<file path="src/rtl/f2h_axi_pkg.sv">
// Shared AXI3 constants, FSM state type and sizing helper for the f2h burst writer.
package f2h_axi_pkg;

    localparam logic [1:0] BURST_INCR  = 2'b01;
    localparam logic [1:0] RESP_OKAY   = 2'b00;
    localparam logic [1:0] RESP_SLVERR = 2'b10;
    localparam logic [1:0] RESP_DECERR = 2'b11;

    typedef enum logic [1:0] {
        IDLE = 2'd0,
        AW   = 2'd1,
        W    = 2'd2,
        B    = 2'd3
    } state_t;

    // AXI awsize encoding: log2 of the number of bytes per beat.
    function automatic logic [2:0] calc_awsize(input int data_w);
        logic [2:0] size;
        size = 3'd0;
        for (int s = 0; s < 8; s++) begin
            if ((1 << s) == (data_w / 8)) begin
                size = 3'(s);
            end
        end
        return size;
    endfunction

endpackage

</file>
<file path="src/rtl/sync_fifo.sv">
// Single-clock FIFO with first-word fall-through read: dout always shows the head entry.
module sync_fifo #(
    parameter int WIDTH = 32,
    parameter int DEPTH = 64
) (
    input  logic                     clk,
    input  logic                     reset,
    input  logic                     push,
    input  logic [WIDTH-1:0]         din,
    input  logic                     pop,
    output logic [WIDTH-1:0]         dout,
    output logic [$clog2(DEPTH):0]   count,
    output logic                     full,
    output logic                     empty
);

    localparam int PTR_W = $clog2(DEPTH);
    localparam int CNT_W = PTR_W + 1;

    logic [WIDTH-1:0] mem [DEPTH];
    logic [PTR_W-1:0] wr_ptr_reg;
    logic [PTR_W-1:0] rd_ptr_reg;
    logic [CNT_W-1:0] count_reg;
    logic             do_push;
    logic             do_pop;

    assign do_push = push && !full;
    assign do_pop  = pop && !empty;
    assign full    = (count_reg == CNT_W'(DEPTH));
    assign empty   = (count_reg == '0);
    assign count   = count_reg;
    assign dout    = mem[rd_ptr_reg];

    // Storage array write; contents need no reset since count gates visibility.
    always_ff @(posedge clk) begin
        if (do_push) begin
            mem[wr_ptr_reg] <= din;
        end
    end

    // Pointer and occupancy bookkeeping; simultaneous push and pop leave count unchanged.
    always_ff @(posedge clk) begin
        if (reset) begin
            wr_ptr_reg <= '0;
            rd_ptr_reg <= '0;
            count_reg  <= '0;
        end else begin
            if (do_push) begin
                wr_ptr_reg <= wr_ptr_reg + PTR_W'(1);
            end
            if (do_pop) begin
                rd_ptr_reg <= rd_ptr_reg + PTR_W'(1);
            end
            case ({do_push, do_pop})
                2'b10:   count_reg <= count_reg + CNT_W'(1);
                2'b01:   count_reg <= count_reg - CNT_W'(1);
                default: count_reg <= count_reg;
            endcase
        end
    end

endmodule

</file>
<file path="src/rtl/f2h_axi_burst_writer.sv">
// AXI3 burst write master for the HPS f2h port: packs samples into beats, buffers them
// and writes fixed-length INCR bursts into a circular SDRAM buffer.
// Optional build macro F2H_WRITER_FLUSH_EN adds a flush input that drains a partial burst.
module f2h_axi_burst_writer
    import f2h_axi_pkg::*;
#(
    parameter int DATA_W     = 32,
    parameter int SAMPLE_W   = 16,
    parameter int BURST_LEN  = 16,
    parameter int FIFO_DEPTH = 64,
    parameter int ID_W       = 8
) (
    input  logic                  clk,
    input  logic                  reset,
    input  logic                  enable,
`ifdef F2H_WRITER_FLUSH_EN
    input  logic                  flush,
`endif
    input  logic [31:0]           buf_base,
    input  logic [31:0]           buf_bytes,
    input  logic [SAMPLE_W-1:0]   s_data,
    input  logic                  s_valid,
    output logic                  s_ready,
    output logic [ID_W-1:0]       awid,
    output logic [31:0]           awaddr,
    output logic [3:0]            awlen,
    output logic [2:0]            awsize,
    output logic [1:0]            awburst,
    output logic [1:0]            awlock,
    output logic [3:0]            awcache,
    output logic [2:0]            awprot,
    output logic [4:0]            awuser,
    output logic                  awvalid,
    input  logic                  awready,
    output logic [ID_W-1:0]       wid,
    output logic [DATA_W-1:0]     wdata,
    output logic [DATA_W/8-1:0]   wstrb,
    output logic                  wlast,
    output logic                  wvalid,
    input  logic                  wready,
    input  logic [ID_W-1:0]       bid,
    input  logic [1:0]            bresp,
    input  logic                  bvalid,
    output logic                  bready,
    output logic [31:0]           wr_offset,
    output logic [15:0]           wrap_cnt,
    output logic                  err,
    output logic                  busy
);

    localparam int SPB        = DATA_W / SAMPLE_W;
    localparam int IDX_W      = (SPB > 1) ? $clog2(SPB) : 1;
    localparam int CNT_W      = $clog2(FIFO_DEPTH) + 1;
    localparam int BEAT_BYTES = DATA_W / 8;

    state_t              state_reg, state_next;
    logic [DATA_W-1:0]   pack_reg, pack_next, push_data_reg, fifo_dout;
    logic [IDX_W-1:0]    pack_idx_reg;
    logic                push_reg;
    logic [CNT_W-1:0]    fifo_count;
    logic                fifo_full, fifo_empty, fifo_pop;
    logic [4:0]          beat_cnt_reg, burst_beats_reg, start_beats;
    logic [31:0]         wr_offset_reg, offset_adv;
    logic [15:0]         wrap_cnt_reg;
    logic                err_reg;
    logic                sample_fire, pack_last, room_ok, start_full, start_burst;
    logic                flush_pad, w_last;

    // A pending packer push counts against free space so a one-sample-per-beat
    // configuration cannot overrun the FIFO.
    assign room_ok     = ({1'b0, fifo_count} + {{CNT_W{1'b0}}, push_reg}) < (CNT_W + 1)'(FIFO_DEPTH);
    assign start_full  = enable && (fifo_count >= CNT_W'(BURST_LEN));
    assign sample_fire = s_valid && s_ready;
    assign pack_last   = (pack_idx_reg == IDX_W'(SPB - 1));
    assign fifo_pop    = (state_reg == W) && wready && !fifo_empty;
    assign w_last      = (beat_cnt_reg == burst_beats_reg - 5'd1);
    assign offset_adv  = wr_offset_reg + 32'(burst_beats_reg) * 32'(BEAT_BYTES);

`ifdef F2H_WRITER_FLUSH_EN
    logic flush_req_reg;
    logic flush_go;

    assign flush_pad   = flush_req_reg && !push_reg && (pack_idx_reg != '0);
    assign flush_go    = flush_req_reg && !push_reg && (pack_idx_reg == '0) &&
                         (fifo_count != '0) && (fifo_count < CNT_W'(BURST_LEN));
    assign s_ready     = enable && !reset && !fifo_full && room_ok && !flush_req_reg;
    assign start_burst = start_full || flush_go;
    assign start_beats = start_full ? 5'(BURST_LEN) : 5'(fifo_count);

    // Flush request: latched in IDLE, held while the partial beat is padded, dropped once a burst starts.
    always_ff @(posedge clk) begin
        if (reset) begin
            flush_req_reg <= 1'b0;
        end else if (state_reg == IDLE && start_burst) begin
            flush_req_reg <= 1'b0;
        end else if (flush && state_reg == IDLE) begin
            flush_req_reg <= 1'b1;
        end else if (flush_req_reg && !push_reg && pack_idx_reg == '0 && fifo_count == '0) begin
            flush_req_reg <= 1'b0;
        end
    end
`else
    assign flush_pad   = 1'b0;
    assign s_ready     = enable && !reset && !fifo_full && room_ok;
    assign start_burst = start_full;
    assign start_beats = 5'(BURST_LEN);
`endif

    // Each lane takes the incoming sample when the packer index points at it; lane 0 is the first sample.
    genvar gi;
    generate
        for (gi = 0; gi < SPB; gi++) begin : g_lane
            assign pack_next[gi*SAMPLE_W +: SAMPLE_W] =
                (pack_idx_reg == IDX_W'(gi)) ? s_data : pack_reg[gi*SAMPLE_W +: SAMPLE_W];
        end
    endgenerate

    // Packer: collect samples and hand a complete (or zero-padded) beat to the FIFO one cycle later.
    always_ff @(posedge clk) begin
        if (reset) begin
            pack_reg      <= '0;
            pack_idx_reg  <= '0;
            push_reg      <= 1'b0;
            push_data_reg <= '0;
        end else begin
            push_reg <= 1'b0;
            if (sample_fire) begin
                if (pack_last) begin
                    push_data_reg <= pack_next;
                    pack_reg      <= '0;
                    pack_idx_reg  <= '0;
                    push_reg      <= 1'b1;
                end else begin
                    pack_reg     <= pack_next;
                    pack_idx_reg <= pack_idx_reg + IDX_W'(1);
                end
            end else if (flush_pad) begin
                push_data_reg <= pack_reg;
                pack_reg      <= '0;
                pack_idx_reg  <= '0;
                push_reg      <= 1'b1;
            end
        end
    end

    sync_fifo #(
        .WIDTH (DATA_W),
        .DEPTH (FIFO_DEPTH)
    ) u_fifo (
        .clk   (clk),
        .reset (reset),
        .push  (push_reg),
        .din   (push_data_reg),
        .pop   (fifo_pop),
        .dout  (fifo_dout),
        .count (fifo_count),
        .full  (fifo_full),
        .empty (fifo_empty)
    );

    // FSM state register.
    always_ff @(posedge clk) begin
        if (reset) begin
            state_reg <= IDLE;
        end else begin
            state_reg <= state_next;
        end
    end

    // FSM next state: one burst at a time, AW then W beats then the B response.
    always_comb begin
        state_next = state_reg;
        case (state_reg)
            IDLE:    if (start_burst)         state_next = AW;
            AW:      if (awready)             state_next = W;
            W:       if (fifo_pop && w_last)  state_next = B;
            B:       if (bvalid)              state_next = IDLE;
            default:                          state_next = IDLE;
        endcase
    end

    // FSM outputs: channel payloads are driven only while their valid is up, zero otherwise.
    always_comb begin
        awvalid = 1'b0;
        awaddr  = '0;
        awlen   = '0;
        awsize  = '0;
        awburst = '0;
        wvalid  = 1'b0;
        wdata   = '0;
        wstrb   = '0;
        wlast   = 1'b0;
        bready  = 1'b0;
        case (state_reg)
            AW: begin
                awvalid = 1'b1;
                awaddr  = buf_base + wr_offset_reg;
                awlen   = 4'(burst_beats_reg - 5'd1);
                awsize  = calc_awsize(DATA_W);
                awburst = BURST_INCR;
            end
            W: begin
                wvalid = 1'b1;
                wdata  = fifo_dout;
                wstrb  = '1;
                wlast  = w_last;
            end
            B:       bready = 1'b1;
            default: ;
        endcase
    end

    // Burst bookkeeping: beat counter, ring pointer, wrap counter and sticky error.
    always_ff @(posedge clk) begin
        if (reset) begin
            beat_cnt_reg    <= '0;
            burst_beats_reg <= '0;
            wr_offset_reg   <= '0;
            wrap_cnt_reg    <= '0;
            err_reg         <= 1'b0;
        end else begin
            if (state_reg == IDLE && start_burst) begin
                burst_beats_reg <= start_beats;
            end
            if (state_reg == AW) begin
                beat_cnt_reg <= '0;
            end else if (fifo_pop) begin
                beat_cnt_reg <= beat_cnt_reg + 5'd1;
            end
            if (state_reg == B && bvalid) begin
                // A response carrying a foreign ID is treated like an error response.
                err_reg <= err_reg | (bresp != RESP_OKAY) | (bid != '0);
                if (offset_adv >= buf_bytes) begin
                    wr_offset_reg <= '0;
                    wrap_cnt_reg  <= wrap_cnt_reg + 16'd1;
                end else begin
                    wr_offset_reg <= offset_adv;
                end
            end
        end
    end

    assign awid      = '0;
    assign wid       = '0;
    assign awlock    = 2'b00;
    assign awcache   = 4'b0000;
    assign awprot    = 3'b000;
    assign awuser    = 5'b00000;
    assign wr_offset = wr_offset_reg;
    assign wrap_cnt  = wrap_cnt_reg;
    assign err       = err_reg;
    assign busy      = (state_reg != IDLE);

endmodule

</file>
<file path="config.mk">
export PLATFORM = sky130hd
export DESIGN_NAME = f2h_axi_burst_writer
export DESIGN_NICKNAME = d
export VERILOG_FILES = /design/src/rtl/f2h_axi_pkg.sv /design/src/rtl/sync_fifo.sv /design/src/rtl/f2h_axi_burst_writer.sv
export SDC_FILE = /design/constraint.sdc
export NUM_CORES = 2
export LEC_CHECK = 0
export CAP_MARGIN = 25
export CORE_MARGIN = 2
export CORE_UTILIZATION = 52
export CTS_CLUSTER_DIAMETER = 120
export DETAILED_ROUTE_END_ITERATION = 8
export PLACE_DENSITY = 0.76
export RECOVER_POWER = 100
export SYNTH_ARGS = -nofsm -noshare
export SYNTH_HDL_FRONTEND = slang
export SYNTH_SLANG_ARGS = --single-unit
</file>
<file path="constraint.sdc">
create_clock -name clk -period 8.4 [get_ports clk]
set_clock_uncertainty 0.05 [all_clocks]
set_input_delay 1.68 -clock clk [delete_from_list [all_inputs] [get_ports clk]]
set_output_delay 1.68 -clock clk [all_outputs]
set_load 0.005 [all_outputs]
</file>
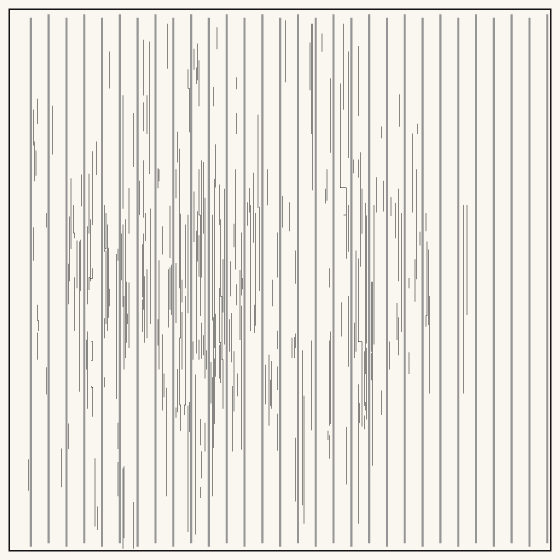
(M4 wires)
Supply wires on this layer in grey.
- longest straight run: 144 um
- share of all routed wire: 5.0%
- main direction: vertical
- nets with wire on the layer: 154
routed wire length: 225 mm
DR vias: 45100

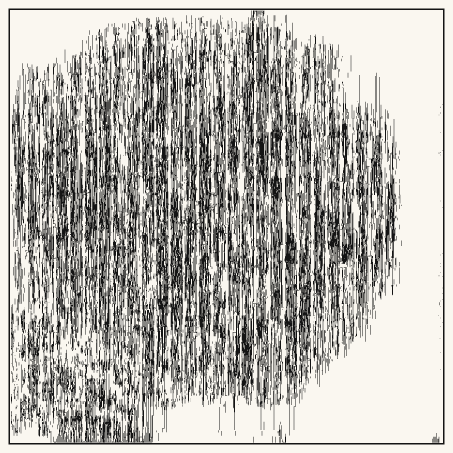
(metal 2)
- longest straight run: 111 um
- share of all routed wire: 49%
- nets with wire on the layer: 4316
- main direction: vertical

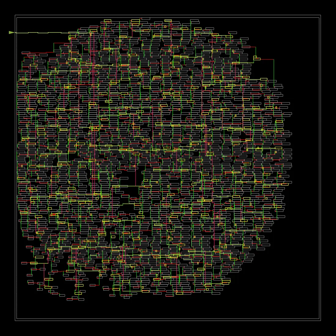
(clock nets)
CLK BUF: 262
CTS Buf Count: 205
Flops: 2174
clock-net power: 9200 uW

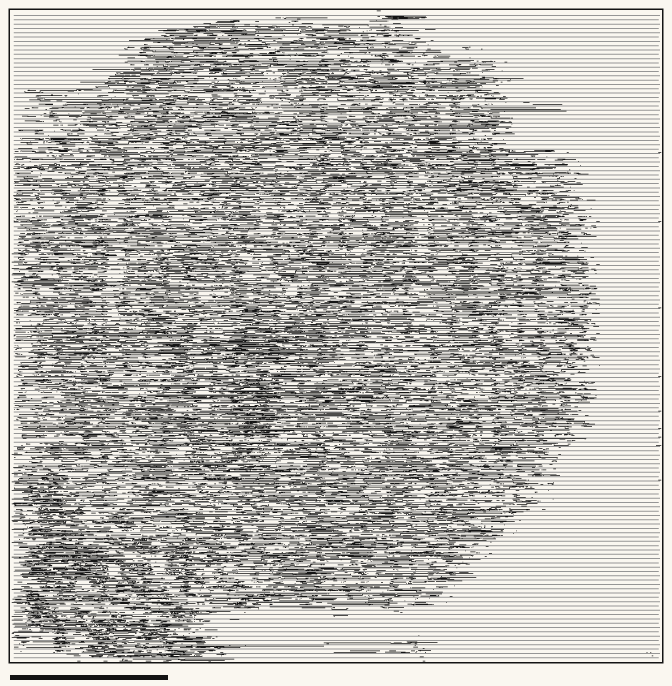
(signal wires on met1)
Scale bar: 100 um. Supply wires on this layer in grey.
- nets with wire on the layer: 4512
- main direction: horizontal

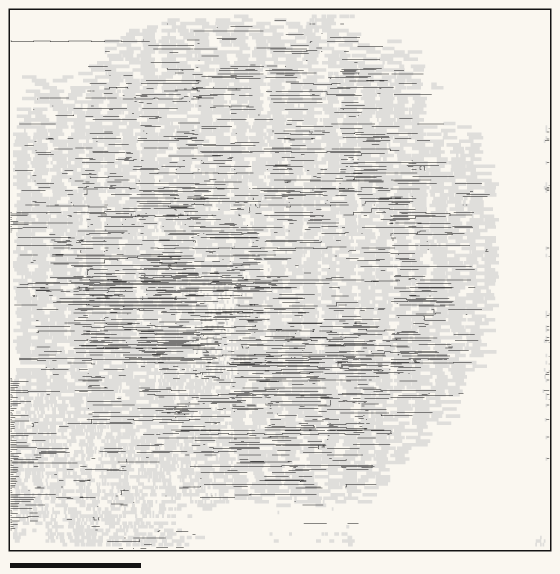
(M3 wires)
Scale bar: 100 um.
- wire length on this layer: 24.4 mm
- longest straight run: 143 um
- nets with wire on the layer: 731

==> changes_impl.md <==
## Implementation

* Mi-comb count at between 1500 and 2000
* Ys flop type: edfxtp_1
* Seq/total area at between 60% and 70%
* Seq share, synth at ~74%
* Dpl cells at between 6000 and 7000
* Max-Cap Viols at about 150
* Psw at 4180 uW
* Total setup buffers inserted after CTS at 0
* Total global routing overflow at 0
* TritonCTS clock tree: done
* Power share of the clock group at between 40% and 50%
* Final-report hold violation count at 0
* CP max FO at between 50 and 60
* Layout Nets at approximately 4700
* Min-Delay Startpoint: pack_reg[11]
* N_diodes at 2
* Residual DRC at 0
* Core Rows at roughly 150
* Switching Share at 19.7%
* Max Slew Vio Count at approximately 4400
* Leak at between 0.02 and 0.03 uW
* Number of cells in the yosys synthesis report at approximately 4200
* Worst-margin pin slew at between 3 and 4 ns
* EDFF count, synth at 2048
* CP arrival at roughly 6 ns
* Layout Cells excl Fill at slightly below 7000
* Flops out of synthesis at between 2000 and 2500
* DR vias/cell at 6.54
* Final-layout fill cell count at about 11000
* Count of unique library cells instantiated by Yosys at 58
* Root Buffer: clkbuf_16
* Clock tree buffer depth at 3
* Fin crit period at roughly 7.6 ns
* Status: finished, violations left
* Post-CTS resize count at 0
* Violated checks: max-capacitance violations, max-slew violations
* Initial DRC Count at 6485
* Comb power frac at under 10%
* Most common logic cell in the routed design: edfxtp_1
* Yosys Warn Count at 0
* Tool warnings at 31
* IO Count at 259
* Crit Path Class: flop to primary output
==> path summary, 6_finish.rpt <==
| kind | slack [ns] | cells after the start | end |
|---|---|---|---|
| min reg2reg | 0.41 | 2 | push_data_reg[11] |
| max | 0.84 | 7 | wdata[27] |
| min | 0.41 | 2 | push_data_reg[11] |
| max reg2reg | 2.12 | 7 | u_fifo.mem[11][25] |
==> power by group through the flow <==
stage                     Combinational (uW)  Sequential (uW)  Clock [uW]
after floorplan                          151            11900           0
after global placement                   320            11900           0
after detailed placement                 323            11900           0
after CTS                                326            11700        9280
after global routing                     341            11700        9650
final                                    314            11700        9200
==> synthesized netlist by cell type (5+ instances only) <==
| library cell | count | share of area [%] |
|---|---|---|
| mux2i_1 | 66 | 0.77 |
| or4_1 | 8 | 0.070 |
| and2_1 | 17 | 0.12 |
| inv_1 | 56 | 0.24 |
| or2_2 | 7 | 0.051 |
| nor4_1 | 5 | 0.036 |
| o211ai_1 | 5 | 0.043 |
| nand3_1 | 44 | 0.26 |
| dfxtp_1 | 126 | 2.9 |
| a211oi_1 | 109 | 0.95 |
| nand4_1 | 15 | 0.11 |
| edfxtp_1 | 2048 | 71 |
| nand2b_1 | 35 | 0.25 |
| clkbuf_1 | 115 | 0.50 |
| o21a_1 | 6 | 0.052 |
| nor2_1 | 166 | 0.72 |
| nor3b_1 | 19 | 0.17 |
| buf_1 | 19 | 0.083 |
| ha_1 | 68 | 0.99 |
| a21oi_1 | 108 | 0.63 |
| a31oi_1 | 9 | 0.065 |
| nand3b_1 | 5 | 0.043 |
| nand2_1 | 101 | 0.44 |
| a21o_1 | 14 | 0.12 |
| xor2_1 | 35 | 0.36 |
| xnor2_1 | 30 | 0.30 |
| buf_4 | 76 | 0.66 |
| buf_2 | 69 | 0.40 |
| nor2b_1 | 63 | 0.46 |
| o31ai_1 | 7 | 0.061 |
| and3_1 | 11 | 0.080 |
| o21ai_0 | 56 | 0.32 |
| mux4_2 | 609 | 16 |
| nor3_1 | 29 | 0.17 |
| or3_1 | 10 | 0.072 |
==> metrics by stage <==
stage	area (um^2)	hold WS (ns)	setup slack, ns
2_1_floorplan	86500	0.375	2.87
3_3_place_gp	91700	0.387	1.55
3_5_place_dp	91700	0.397	1.52
4_1_cts	98300	0.407	1.40
5_1_grt	97700	0.443	0.616
6_report	97700	0.412	0.842
==> cells by family (layout without fill, tap and decap cells) <==
kind of cell | Yosys count | count (layout) | share of synthesized area [%]
flops | 2174 | 2174 | 74.1
simple gates | 544 | 544 | 3.14
buf+inv | 337 | 807 | 1.90
compound gates | 337 | 337 | 2.47
other cells | 1 | 41 | 0.00434
xor+xnor | 65 | 65 | 0.659
mux | 677 | 677 | 16.7
fa+ha+maj | 69 | 69 | 1.01
==> critical path, stage by stage, from the launching register on <==
cell	delay (ns)
dfxtp_2	1.31
buf_12	0.41
clkbuf_2	0.83
mux4_2	0.46
mux4_2	0.52
mux4_2	0.57
and2_1	0.19
dlygate4sd3_1	0.58
==> layer usage <==
layer | vias up | global-route usage [%] | routed length (um)
li1 | 17900 | - | -
met3 | 576 | 5.70 | 24400
met1 | 23500 | 35.3 | 80000
met4 | 0 | 11.3 | 11200
met5 | - | 0 | 0
met2 | 3101 | 43.4 | 110000
No activity file was given, so power comes from the tool's default toggle rates.
